==> config.mk <==
export PLATFORM = sky130hd
export DESIGN_NAME = alu_writeback_stage_flat
export DESIGN_NICKNAME = d
export VERILOG_FILES = /design/src/rtl/kcpu_pkg.sv /design/src/rtl/alu_writeback_stage_if.sv /design/src/rtl/wb_entry_fifo.sv /design/src/rtl/alu_writeback_stage.sv /design/src/flat_wrapper.sv
export SDC_FILE = /design/constraint.sdc
export NUM_CORES = 1
export LEC_CHECK = 0
export CORE_UTILIZATION = 51
export DETAILED_ROUTE_END_ITERATION = 8
export PLACE_DENSITY = 0.8
export SLEW_MARGIN = 15
export SYNTH_ARGS = -nofsm -noshare
export SYNTH_HDL_FRONTEND = slang
export SYNTH_SLANG_ARGS = --single-unit
==> constraint.sdc <==
create_clock -name clk -period 5.1 [get_ports clk]
set_input_delay 1.53 -clock clk [delete_from_list [all_inputs] [get_ports clk]]
set_output_delay 1.53 -clock clk [all_outputs]
set_load 0.005 [all_outputs]
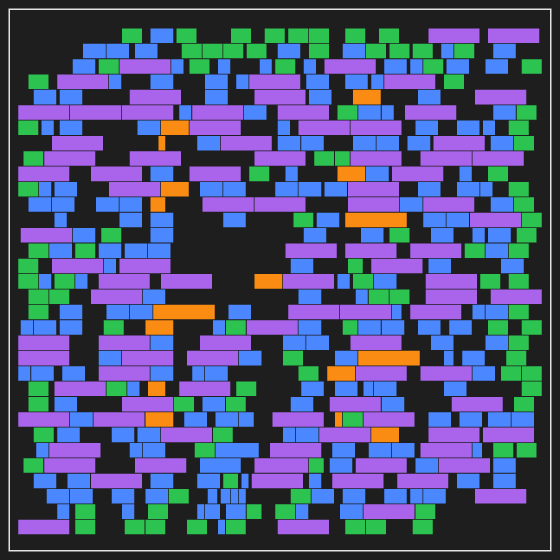
Figure 1: run 1, placement by cell class.
| class | colour | cells | share of their area |
|---|---|---|---|
| combinational and other logic | blue | 195 | 35% |
| clock drivers and dummy loads | orange | 16 | 4.3% |
| sequential cells | purple | 96 | 43% |
| remaining buffers and delay cells | green | 102 | 18% |
Final Instance Area: 0.00571 mm²
Seq/total area: 0.421
Core Box Area: 0.00834 mm²
post-layout util: 0.685

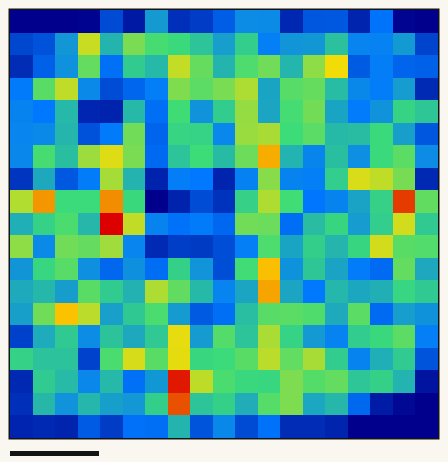
Figure 2: run 1, wire density map.
The bar under the picture is 20 µm long. The die is cut into 19 by 19 equal tiles; dark blue is low, red is high, scaled to the fullest tile. Values are wire area over tile area, all layers added.
fullest tile: 0.38
mean over tiles: 0.14
tiles over half the peak: 27%
nearly empty tiles: 3.6%
Total GRT Usage: 0.203
final WL: 8610 µm
via count: 2716
DR WL/cell: 16.8 µm

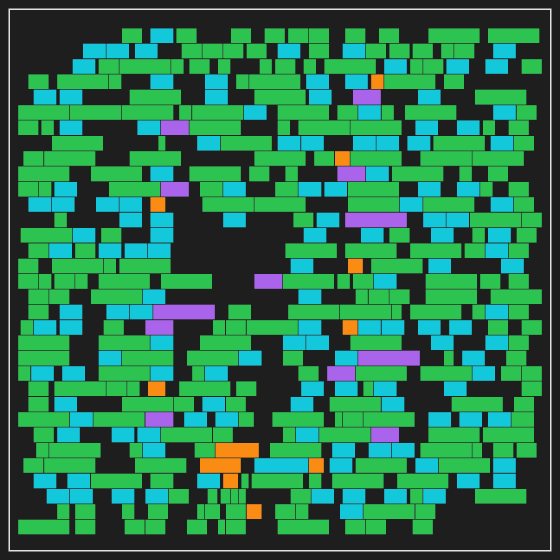
Figure 3: run 1, cells by drive strength.
| size | colour | cells |
|---|---|---|
| _6 and larger | purple | 12 |
| _3 and _4 cells | orange | 11 |
| _0 and _1 cells | green | 250 |
| _2 cells | cyan | 136 |
area delta synth->final: 27.7%
Repair and plain buffers: 102
min setup slack post-route: 0.771 ns

==> results.cfg, run 1 <==
; physical design summary
[outcome]
status = finished, final reports clean

[finish]
antennaDiodeCount = 0
final_cell_mix = 135 x mux2_2, 96 x clkdlybuf4s50_1, 95 x dfrtp_1
final_nets = 454
drive_gt1_frac = 0.389

[setup_path]
reg2reg_slack_ns = 2.52
crit_arrival_ns = 2.80
start_kind = input port
path_class = in2out
worst_ep_required_time_ns = 3.57

[clock_tree]
cts_root_buf = clkbuf_8
clk_pin_slew_ns = 0.08
clockBufferDepth = 2
postCtsResizedCells = 0
h-tree-depth = 3
clk_latency_ns = 0.35
cts_inserted_buffers = 9

[final_timing]
skew_ns = 0.00946
finalSetupViolCount = 0
hold_violations = 0
fin_setup_tns_ns = 0
fmax_ghz = 0.231
maxSlewViolCount = 0

[power_and_ir_drop]
seq_cell_power_mw = 1.05
clkPwrFrac = 0.279
internal_power_mw = 1.60
power_density_mw_per_mm2 = 366
share_comb_of_total_power = 0.221
comb_power_mw = 0.463
top_power_group = registers
power.switching_mw = 0.494

[global_routing]
grt_max_degree = 50

[route]
vias_per_cell = 5.28
drt.antenna.violating_nets = 0

[floorplanning]
die_w_um = 95.7
core.rowCount = 33

[logic_synthesis]
syn-cell-area_mm2 = 0.00448
numSynthFlops = 96
yosysChipArea_mm2 = 0.00448
synth_area_per_cell_um2 = 14.3

[placement]
dp.cells = 498
io_buffer_count = 96
dp_hpwl_um = 5400

[flow_run]
cap_violations = 0
run 1: synthesized netlist by cell type:
cell type,number,area (µm²)
a211oi_1,1,7.51
a211oi_4,1,20.0
a21oi_1,1,5.00
and2_1,37,231
buf_2,7,35.0
buf_4,4,30.0
buf_6,4,45.0
clkbuf_1,8,30.0
dfrtp_1,96,2400
inv_1,4,15.0
mux2_1,5,56.3
mux2_2,135,1520
mux2i_1,1,10.0
nand2_1,1,3.75
nand3_1,4,20.0
nor2_1,1,3.75
nor4_4,1,21.3
o21a_1,1,7.51
o21ai_0,1,5.00
or2_1,1,6.26
run 1: final cells by class:
cell class	count	area (µm²)	area share
clock buffers	11	131	0.0230
inverters	4	17.5	0.00307
clock inverters	5	106	0.0186
flip-flops and latches	96	2400	0.421
repair buffers	102	1010	0.176
well taps	105	131	0.0230
multi-input cells	191	1920	0.336
run 1: per-layer routing:
| metal | share of wire | vias to the layer above | global-route usage |
|---|---|---|---|
| li1 | - | 1267 | - |
| met1 | 0.44 | 1387 | 0.248 |
| met2 | 0.51 | 54 | 0.357 |
| met3 | 0.034 | 8 | 0.0343 |
| met4 | 0.011 | 0 | 0.0821 |
| met5 | 0 | - | 0 |
run 1: per-stage QoR:
stage	power (mW)	hold slack [ns]
after detailed placement	1.53	0.471
after floorplan	1.32	0.449
final	2.09	0.485
after global routing	2.21	0.517
after CTS	2.12	0.491
after global placement	1.50	0.461
run 1: worst max-delay path: stages:
cell	delay [ns]
clkdlybuf4s50_1	0.54
inv_1	0.12
o21a_1	0.12
clkdlybuf4s50_1	0.49
run 1: cells by family after synthesis:
logic type | share of synthesized area
and+or+nand+nor | 0.0640
muxes | 0.354
DFF | 0.537
AOI/OAI and AO/OA | 0.0101
buffers and inverters | 0.0347
Figure 4. Cell density map (run 1).
The bar under the picture is 20 µm long. The die is cut into 10 by 10 equal tiles; dark blue is low, red is high, 0 to 100% covered.
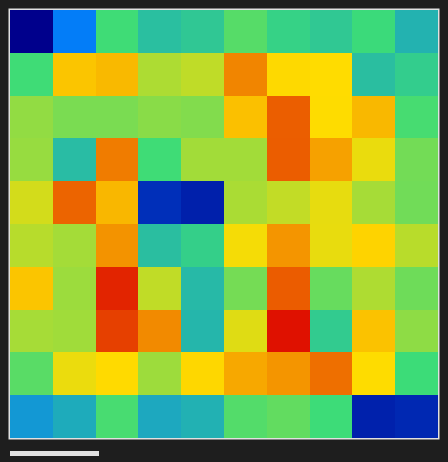

## Run 2: what changed since run 1
- CORE_UTILIZATION: 51 -> 46
- PLACE_DENSITY: 0.8 -> 0.76
- clock period: 5.1 -> 3.5 ns (I/O delays scaled with it)
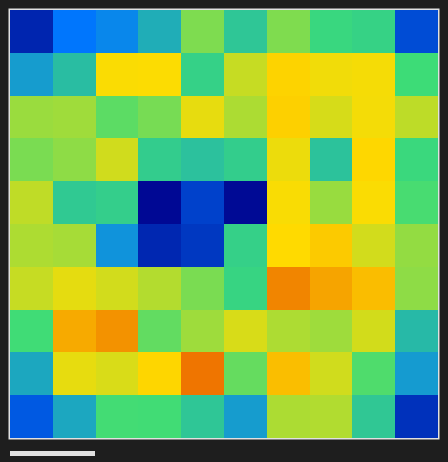
Figure 5: run 2, cell density map.
The bar under the picture is 20 µm long. The die is cut into 10 by 10 equal tiles; dark blue is low, red is high, 0 to 100% covered.
emptiest ninth of the die: centre
tiles over 75% full: 13%
nearly empty tiles: 1.0%
densest ninth of the die: middle right
fullest tile: 87%
Core Box Area: 0.00933 mm²
post-layout util: 0.618
FP Util: 0.480

==> run 2 against run 1 <==
  * Die size grew 11%
  * Setup slack lost 0.47 ns
  * Combinational power grew 47%
  * Synthesized area is the same
  * Register-to-register slack lost 1.3 ns
  * Sequential power grew 45%
  * Critical path depth is the same
  * Critical path type unchanged
==> results.cfg, run 2 <==
; physical design summary
[outcome]
status = finished, final reports clean

[route]
wl_per_cell_um = 15.7
routed.top_layer = met4
drt.antenna.violating_nets = 0
num_vias = 2745
vias_per_cell = 5.06
drt-total-wl_um = 8530
wl_met3_um = 265
wl_met2_um = 4360
m1WireLength_um = 3810

[setup_path]
slowest_delay_ns = 0.49
crit_cells = 4
critPathTopFamily = buffers and inverters
crit_buf_inv = 3
start_kind = input port
crit_top_cell = clkdlybuf4s50_1
reg2reg_slack_ns = 1.26
path_class = in2out
crit_chain = clkdlybuf4s50_1 -> inv_1 -> o21a_1 -> clkdlybuf4s50_1
crit_arrival_ns = 2.15
critPathSlowestCell = clkdlybuf4s50_1
worst_ep_required_time_ns = 2.45

[logic_synthesis]
ys_async_sr_fraction = 1.00
yosysChipArea_mm2 = 0.00448
top_cell = mux2_2
ff_type = dfrtp_1
synth_area_per_cell_um2 = 14.3
largest_area_cell = dfrtp_1
numSynthFlops = 96
common_cells = 135 x mux2_2, 96 x dfrtp_1, 37 x and2_1, 8 x clkbuf_1, 7 x buf_2
synth.area.top_cells = dfrtp_1 54%, mux2_2 34%, and2_1 5.2%
ys_seq_share = 0.537
yosys.area.top_type_share = 0.537
synth-edff-count = 0
syn-cell-area_mm2 = 0.00448

[final_timing]
fin_crit_sh = 0.914
skew_ns = 0.00903
fmax_ghz = 0.313
fin_setup_tns_ns = 0
rsz0062_at_grt = false
hold_violations = 0
finalSetupViolCount = 0
maxSlewViolCount = 0

[clock_tree]
clk_latency_ns = 0.35
cts_root_buf = clkbuf_8
h-tree-depth = 3
clockBufferDepth = 2
postCtsResizedCells = 0
clk_pin_slew_ns = 0.09

[global_routing]
grt.total_usage = 0.181
grt_max_degree = 56

[placement]
dp_hpwl_um = 5670
routabilityCongestion = 0.768
io_buffer_count = 96

[floorplanning]
io_pins = 97
core.rowCount = 35
die_w_um = 101

[finish]
final_nets = 459
final_cell_mix = 135 x mux2_2, 96 x clkdlybuf4s50_1, 95 x dfrtp_1
drive_gt1_frac = 0.401
antennaDiodeCount = 0

[flow_run]
cap_violations = 0

[power_and_ir_drop]
finalPower_mw = 2.94
power_density_mw_per_mm2 = 511
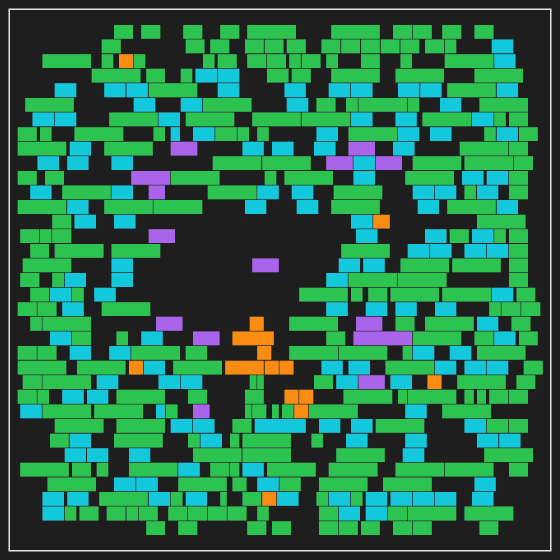
Figure 6: run 2, cells by drive strength.
| size | colour | cells |
|---|---|---|
| _0 and _1 cells | green | 248 |
| _2 cells | cyan | 138 |
| _6 and larger | purple | 14 |
| _3 and _4 cells | orange | 14 |
Final Instance Area: 0.00576 mm²
area delta synth->final: 28.7%

## run 2: cell counts after synthesis
Identical to the previous run, type by type.
## run 2: cells by family (layout without fill, tap and decap cells)
kind of cell / Yosys count / count (layout) / share of synthesized area
and+or+nand+nor: 45 / 45 / 0.0640
buffers and inverters: 27 / 127 / 0.0347
muxes: 141 / 141 / 0.354
DFF: 96 / 96 / 0.537
AOI/OAI and AO/OA: 5 / 5 / 0.0101
## run 2: area by class of cell
cell class              count  area (µm²)  area share
clock buffers              10         138      0.0239
inverters                   4        18.8     0.00326
repair buffers            107        1060       0.183
multi-input cells         191        1920       0.333
clock inverters             6        66.3      0.0115
well taps                 129         161      0.0280
flip-flops and latches     96        2400       0.417
## run 2: worst reg2reg max path: cells and delay by family (launching register included)
family | cells | cell delay, ns
buffers and inverters | 2 | 0.93
multiplexers | 1 | 0.40
flip-flops | 1 | 0.37
AND-OR/OR-AND | 1 | 0.25
AND/OR/NAND/NOR | 1 | 0.18
## run 2: power breakdown
group / leakage (nW) / switching (mW) / total, mW / internal, mW
Clock: 0.107 / 0.387 / 0.741 / 0.354
Sequential: 1.16 / 0.133 / 1.52 / 1.39
Combinational: 1.10 / 0.211 / 0.681 / 0.470
Total: 2.37 / 0.730 / 2.94 / 2.21
## run 2: routing by layer
layer,track usage,vias to the layer above
li1,-,1277
met1,0.228,1404
met2,0.318,55
met3,0.0305,9
met4,0.0569,0
met5,0,-
## run 2: stage by stage
stage	cell area [µm²]	std cells	hold slack [ns]	setup slack [ns]
floorplan	4480	314	0.449	0.959
global placement	5560	527	0.462	0.312
detailed placement	5560	527	0.468	0.295
CTS	5760	543	0.491	0.291
global route	5760	543	0.518	0.239
finish	5760	543	0.491	0.302
Power figures rest on the tool's default switching activity, not on a simulated workload.
